Design accelerator_state_matrix_input_feedback_flat, sky130hd; sources not shown.
**I/O nets highlighted**

Drawn at 1 px/um.
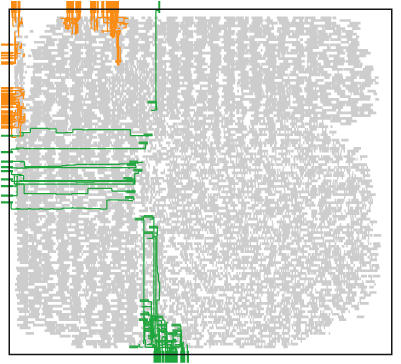
Green shows bus_DATA_B_OUT, bits 32, direction output, edge 22 bottom, 9 left, 1 top, end cells 32, wire 2,730 um. Orange shows bus_SIZE_B_I_IN, bits 64, direction input, edge 35 top, 29 left, end cells 24, wire 1,520 um.
num ports: 234
Port Buffers: 231

**Clock distribution**

Drawn at 1 px/um.
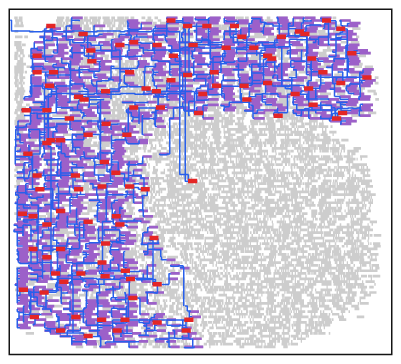
Red shows clock drivers, count 108. Purple shows flip-flops, count 1,125. Blue shows clock wires, length 12,400 um.
Position of the flops: spread over the die. There are 109 routed clock nets.
clk_lat worst skew: 0.75 ns
skew final: 0.0845 ns

==> summary.txt <==
run metrics: most crowded layer after global routing=met2, CTS Buf Count=108, M1 WL=83,700 um, Cell Area, Synth=75,100 um^2, synthesis-to-layout area growth=12.2%, chip height=344 um, Mapped Cells=5,557, routed vias/inst=6.26, die area=131,000 um^2, met2 usage=0.520, Top Metal Used=met5, met1 Use GR=0.491, cell mode on critical path=fa_1, Setup crit start kind=register, Worst Reg-to-Reg Cells=31, WL/cell=29.8 um, worst reg2reg setup slack=0.13 ns, Simple Share, Synth=0.0697, Clock Sinks=1,125, largest net degree at the start of global routing=68, fmax=88.5 MHz, fp util=0.608, final instance area=84,300 um^2, Slowest-stage cell, CP=a22oi_2, Max Cap Viol=0, CP Class=register to register, hold depth=2, vias in the first global route=49,300, average instance area after synthesis=13.5 um^2, initial antenna violation count=8, DRC viols=0, Root Buffer=clkbuf_16, xor/xnor share=0.0117, Levels on crit path=31, Hold Buf Count CTS=0, status=complete, no violations, met3 GRT Util=0.137, first-pass GRT wire length=335,000 um
-- repair_timing --
item / CTS / global route
endpoints found under the setup margin: 23 / 14
buffers inserted: 0 / 7
gates resized: 46 / 88
pin swaps: 0 / 2
-- kinds of logic (layout without fill, tap and decap cells) --
logic type / after synthesis / in the layout
DFF: 1125 / 1125
and+or+nand+nor: 1206 / 1206
adders and majority gates: 1111 / 1111
other: 0 / 5
buffers and inverters: 1288 / 1768
AOI/OAI and AO/OA: 351 / 351
muxes: 380 / 380
xor gates and xnor gates: 96 / 96
-- layout make-up --
| type | instances | area (um^2) |
|---|---|---|
| diodes | 5 | 12.5 |
| plain buffers | 244 | 1260 |
| clock buffers | 135 | 2860 |
| clock inverters | 67 | 729 |
| fillers | 8690 | 39300 |
| inverters | 1032 | 3880 |
| multi-input cells | 3144 | 37000 |
| flip-flops and latches | 1125 | 33300 |
| well taps | 1612 | 2020 |
| repair buffers | 290 | 3300 |
-- synth_stat cells, types with 10 or more instances --
master	instances	share of area
nand3_1	26	0.0017
nand2_1	656	0.033
xor2_1	32	0.0037
buf_1	15	0.00075
a22oi_1	13	0.0013
buf_2	57	0.0038
a22o_1	15	0.0017
a21oi_1	104	0.0069
inv_1	1027	0.051
nor2b_1	34	0.0028
and2_1	96	0.0080
ha_1	223	0.037
clkbuf_1	159	0.0079
buf_6	15	0.0022
a21o_1	31	0.0031
nand2b_1	14	0.0012
o21ai_0	85	0.0057
a221oi_1	11	0.0013
o21a_1	16	0.0016
a221o_1	10	0.0013
mux2_2	67	0.010
and3_1	41	0.0034
mux4_2	310	0.093
edfxtp_1	1024	0.41
dfrtp_1	101	0.034
a22oi_2	15	0.0025
nor4_1	34	0.0028
nor2_1	259	0.013
fa_1	888	0.24
nor3_1	11	0.00073
xnor2_1	61	0.0071
-- placed cells by master (no fill, tap or decap), drive strengths merged, types with 15 or more instances in the layout --
cell / Yosys / layout
o21a: 16 / 16
and2: 96 / 96
a21o: 31 / 31
clkbuf: 160 / 302
fa: 888 / 888
mux2: 67 / 67
clkinv: 2 / 50
edfxtp: 1024 / 1024
clkdlybuf4s50: 0 / 231
inv: 1030 / 1031
xnor2: 62 / 62
nor2b: 34 / 34
o21ai: 91 / 91
a22o: 15 / 15
nand3: 26 / 26
nor4: 34 / 34
buf: 96 / 136
mux4: 310 / 310
dfrtp: 101 / 101
and3: 41 / 41
a22oi: 28 / 28
nand2: 661 / 661
a21oi: 104 / 104
xor2: 32 / 32
ha: 223 / 223
nor2: 260 / 260
-- stage by stage --
step                      worst slack, ns  hold WS (ns)  setup TNS, ns  cells   util
final                               0.129         0.475              0   7654  0.682
after global routing              -0.0386         0.506        -0.0386   7651  0.682
after CTS                          0.0642         0.477              0   7649  0.680
after detailed placement            -1.43         0.463         -15.25   7451  0.650
after global placement              -1.43         0.452         -17.19   7400  0.643
after floorplan                      1.83         0.438              0   5557      -
